`src/rtl/seq_shift_add_multiplier.sv`:
```
// Radix-2 shift-add unsigned multiplier: WIDTH x WIDTH -> 2*WIDTH product, one adder reused per bit.
// Latency: WIDTH+1 cycles from accepted start to the end of the one-cycle done pulse.
// Backpressure: start is ignored while busy; a start in the done cycle is accepted back-to-back.
module seq_shift_add_multiplier #(
    parameter int WIDTH = 11
) (
    input  logic                 clk,
    input  logic                 reset,
    input  logic                 start,
    input  logic [WIDTH-1:0]     a,
    input  logic [WIDTH-1:0]     b,
    output logic                 busy,
    output logic                 done,
    output logic [2*WIDTH-1:0]   product,
    output logic                 zero
);

    localparam int CW = $clog2(WIDTH + 1);

    typedef enum logic [1:0] {
        IDLE = 2'd0,
        RUN  = 2'd1,
        DONE = 2'd2
    } state_t;

    state_t           state;
    state_t           state_nxt;
    logic [WIDTH-1:0] mcand;
    logic [WIDTH-1:0] acc;
    logic [WIDTH-1:0] mq;
    logic [CW-1:0]    counter;
    logic [WIDTH:0]   sum;
    logic [WIDTH-1:0] acc_nxt;
    logic [WIDTH-1:0] mq_nxt;
    logic             last_iter;
    logic             accept;

    // Carry lands in the accumulator MSB, the dropped sum LSB moves into the multiplier register.
    always_comb begin
        sum       = {1'b0, acc} + {1'b0, (mq[0] ? mcand : {WIDTH{1'b0}})};
        acc_nxt   = sum[WIDTH:1];
        mq_nxt    = {sum[0], mq[WIDTH-1:1]};
        last_iter = (counter == CW'(WIDTH - 1));
        accept    = (state != RUN) && start;
    end

    always_ff @(posedge clk) begin
        if (reset) begin
            state <= IDLE;
        end else begin
            state <= state_nxt;
        end
    end

    always_comb begin
        state_nxt = state;
        busy      = 1'b0;
        done      = 1'b0;
        case (state)
            IDLE: begin
                if (start) state_nxt = RUN;
            end
            RUN: begin
                busy = 1'b1;
                if (last_iter) state_nxt = DONE;
            end
            DONE: begin
                done      = 1'b1;
                state_nxt = start ? RUN : IDLE;
            end
            default: state_nxt = IDLE;
        endcase
    end

    always_ff @(posedge clk) begin
        if (reset) begin
            mcand   <= '0;
            acc     <= '0;
            mq      <= '0;
            counter <= '0;
            product <= '0;
            zero    <= 1'b1;
        end else if (accept) begin
            mcand   <= a;
            mq      <= b;
            acc     <= '0;
            counter <= '0;
        end else if (state == RUN) begin
            acc     <= acc_nxt;
            mq      <= mq_nxt;
            counter <= counter + 1'b1;
            if (last_iter) begin
                product <= {acc_nxt, mq_nxt};
                zero    <= ({acc_nxt, mq_nxt} == '0);
            end
        end
    end

endmodule

```
`config.mk`:
```
export PLATFORM = sky130hd
export DESIGN_NAME = seq_shift_add_multiplier
export DESIGN_NICKNAME = d
export VERILOG_FILES = /design/src/rtl/seq_shift_add_multiplier.sv
export SDC_FILE = /design/constraint.sdc
export NUM_CORES = 1
export LEC_CHECK = 0
export ABC_AREA = 1
export CORE_UTILIZATION = 48
export CTS_CLUSTER_SIZE = 30
export DETAILED_ROUTE_END_ITERATION = 12
export GPL_TIMING_DRIVEN = 0
export PLACE_DENSITY = 0.76
export SYNTH_ARGS = -nofsm -noshare
export SYNTH_HDL_FRONTEND = slang
export SYNTH_SLANG_ARGS = --single-unit
```
`constraint.sdc`:
```
create_clock -name clk -period 2.2 [get_ports clk]
set_input_delay 0.22 -clock clk [delete_from_list [all_inputs] [get_ports clk]]
set_output_delay 0.22 -clock clk [all_outputs]
set_load 0.01 [all_outputs]
```
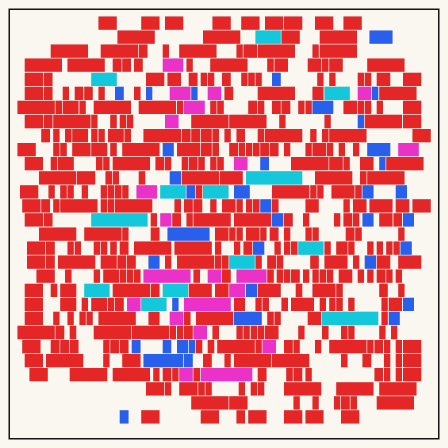
Run 1: drive-strength map
legend:
  red:
    size: x1 and smaller
    cells: 436
    share: 86%
    most_used: nand2_1
  cyan:
    size: x6 and larger
    cells: 13
    share: 2.6%
    most_used: clkbuf_8
  magenta:
    size: x3 and x4
    cells: 21
    share: 4.1%
    most_used: buf_4
  blue:
    size: x2
    cells: 38
    share: 7.5%
    most_used: nand2_2

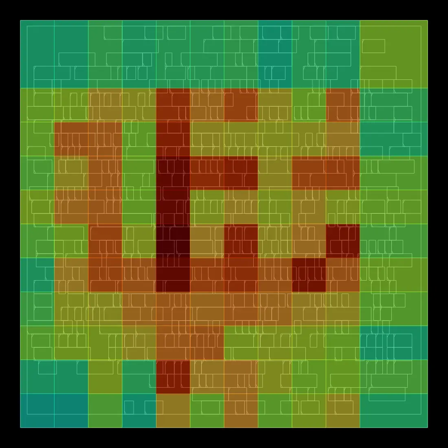
Run 1: congestion heat map
met2 Usage GRT: 46.6%
Global Route Usage Sum: 25.6%

==> run_results.csv, run 1 <==
group,metric,value,unit
run_status,status,"finished clean",
routing,routed_via_density,5.15,
die,tap_cells,77,
clock_network,clock-root-buffer,"clkbuf_8",
clock_network,ctsResizeCount,13,
layout,combGateArea,0.00161,mm^2
power_and_ir_drop,p_leak,1.95,nW
global_routing,grt_pass1_vias,2920,
power_and_ir_drop,pwr-share-comb,13.3,%
die,die_x,82.8,um
routing,drtPass1Iterations,4,
setup_path,cp_max_fo,10,
layout,syn_to_final_growth,30.5,%
power_and_ir_drop,swShare,25.7,%
routing,wl_met3,321,um
setup_path,crit_buf_inv,3,
placement,io_buffers,48,
power_and_ir_drop,clock_power,0.00126,W
clock_network,cts.sinks,62,
power_and_ir_drop,cellPowerDensity,695,mW/mm^2
routing,top_layer_used,"met4",
yosys,synth_top_area_share,39.6,%
setup_path,cp.depth,4,
layout,seq_area,0.00124,mm^2
layout,final_util,64.7,%
setup_path,cp-startpoint,"state[0]",
layout,largest_cell_class,"combinational gates",
routing,wl_met2,3.83,mm
global_routing,grt_use_met1,27.6,%
layout,top_register,"product",
setup_path,path_class,"register to primary output",
layout,n_all_buffers,70,
setup_path,rrSetupSlack,0.16,ns
power_and_ir_drop,p_sw,0.000731,W
yosys,adder_share,5.84,%
flow_run,maxCapViolCount,0,
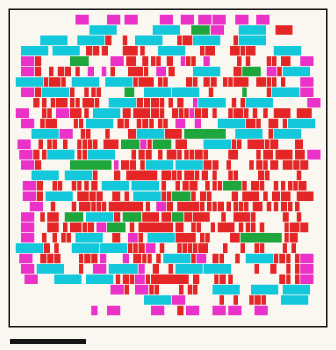
Run 1: placement by cell class
The bar under the picture is 20 um long.
legend:
  red:
    class: remaining logic cells
    cells: 360
  magenta:
    class: remaining buffers and delay cells
    cells: 70
  cyan:
    class: registers
    cells: 62
  green:
    class: clock drivers and dummy loads
    cells: 16

Run 1, wiring heat map:
The bar under the picture is 20 um long. The die is cut into 17 by 17 equal tiles; dark purple is low, yellow is high, scaled to the fullest tile. Values are wire area over tile area, all layers added.
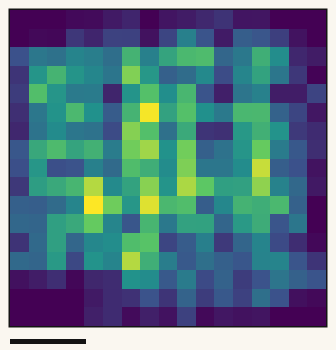

==> run 1 -> run 2 <==
--- a/config.mk
+++ b/config.mk
@@ -9,6 +9,7 @@
 export CORE_UTILIZATION = 48
 export CTS_CLUSTER_SIZE = 30
 export DETAILED_ROUTE_END_ITERATION = 12
+export GPL_ROUTABILITY_DRIVEN = 0
 export GPL_TIMING_DRIVEN = 0
 export PLACE_DENSITY = 0.76
 export SYNTH_ARGS = -nofsm -noshare
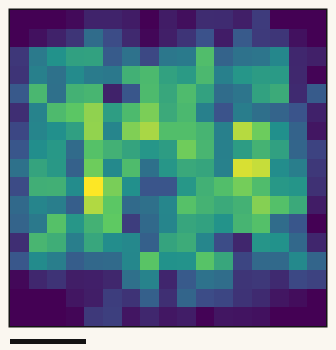
Run 2: wiring heat map
The bar under the picture is 20 um long. The die is cut into 17 by 17 equal tiles; dark purple is low, yellow is high, scaled to the fullest tile. Values are wire area over tile area, all layers added.
tiles over half the peak: 34%
fullest tile: 0.46
emptiest ninth of the die: south-east
mean over tiles: 0.17
nearly empty tiles: 8.3%

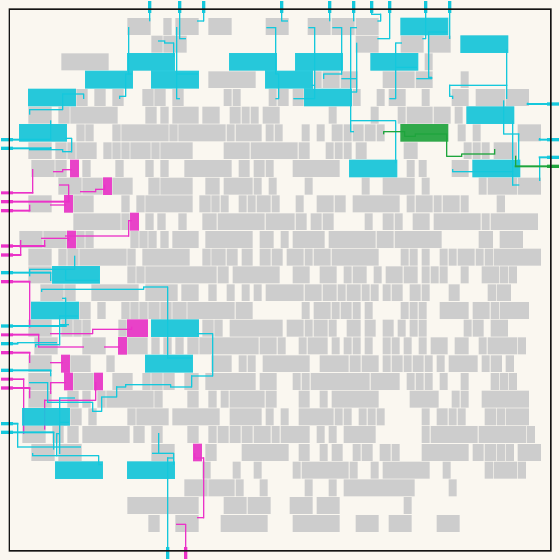
Run 2: I/O nets highlighted
legend:
  cyan:
    port: product
    bits: 22
    direction: output
    end_cells: 22
    wire: 487 um
  magenta:
    port: b
    bits: 11
    direction: input
    end_cells: 11
    wire: 152 um
  green:
    port: zero
    bits: 1
    direction: output
    end_cells: 1
    wire: 29.2 um

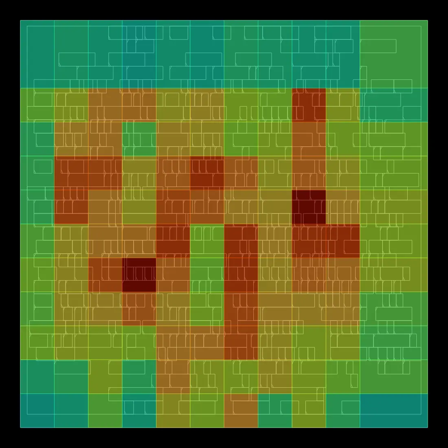
Run 2: congestion heat map
met2 Usage GRT: 44.3%
Routed WL per cell: 12.5 um
met3 GRT Util: 6.26%
Post-Route Utilization: 64.3%

==> run 2 against run 1 <==
  * Core utilization shrank 0.42 points
  * Sequential cell count is the same
  * First-iteration DRC count shrank 7.2%
  * Cell area shrank 0.64%
  * Via count grew 0.73%
==> run_results.csv, run 2 <==
group,metric,value,unit
yosys,adder_share,5.84,%
die,tap_cells,77,
routing,wl_met2,3.72,mm
layout,syn_to_final_growth,29.7,%
layout,top_register,"product",
setup_path,cp-startpoint,"mq[0]",
layout,n_all_buffers,72,
power_and_ir_drop,swShare,25.1,%
global_routing,grt_pass1_vias,2916,
run_status,status,"finished clean",
power_and_ir_drop,p_sw,0.000695,W
clock_network,clock-root-buffer,"clkbuf_8",
routing,top_layer_used,"met4",
routing,drtPass1Iterations,4,
global_routing,grt_usage,23.8,%
setup_path,path_class,"register to register",
routing,wl_met3,371,um
power_and_ir_drop,cellPowerDensity,683,mW/mm^2
flow_run,maxCapViolCount,0,
setup_path,rrSetupSlack,0.09,ns
global_routing,grt_use_met1,25.3,%
placement,io_buffers,48,
setup_path,crit_buf_inv,3,
clock_network,ctsResizeCount,6,
layout,seq_area,0.00124,mm^2
clock_network,cts.sinks,62,
layout,largest_cell_class,"combinational gates",
yosys,synth_top_area_share,39.6,%
power_and_ir_drop,clock_power,0.00120,W
power_and_ir_drop,pwr-share-comb,13.2,%
Power and IR drop assume default switching activity.
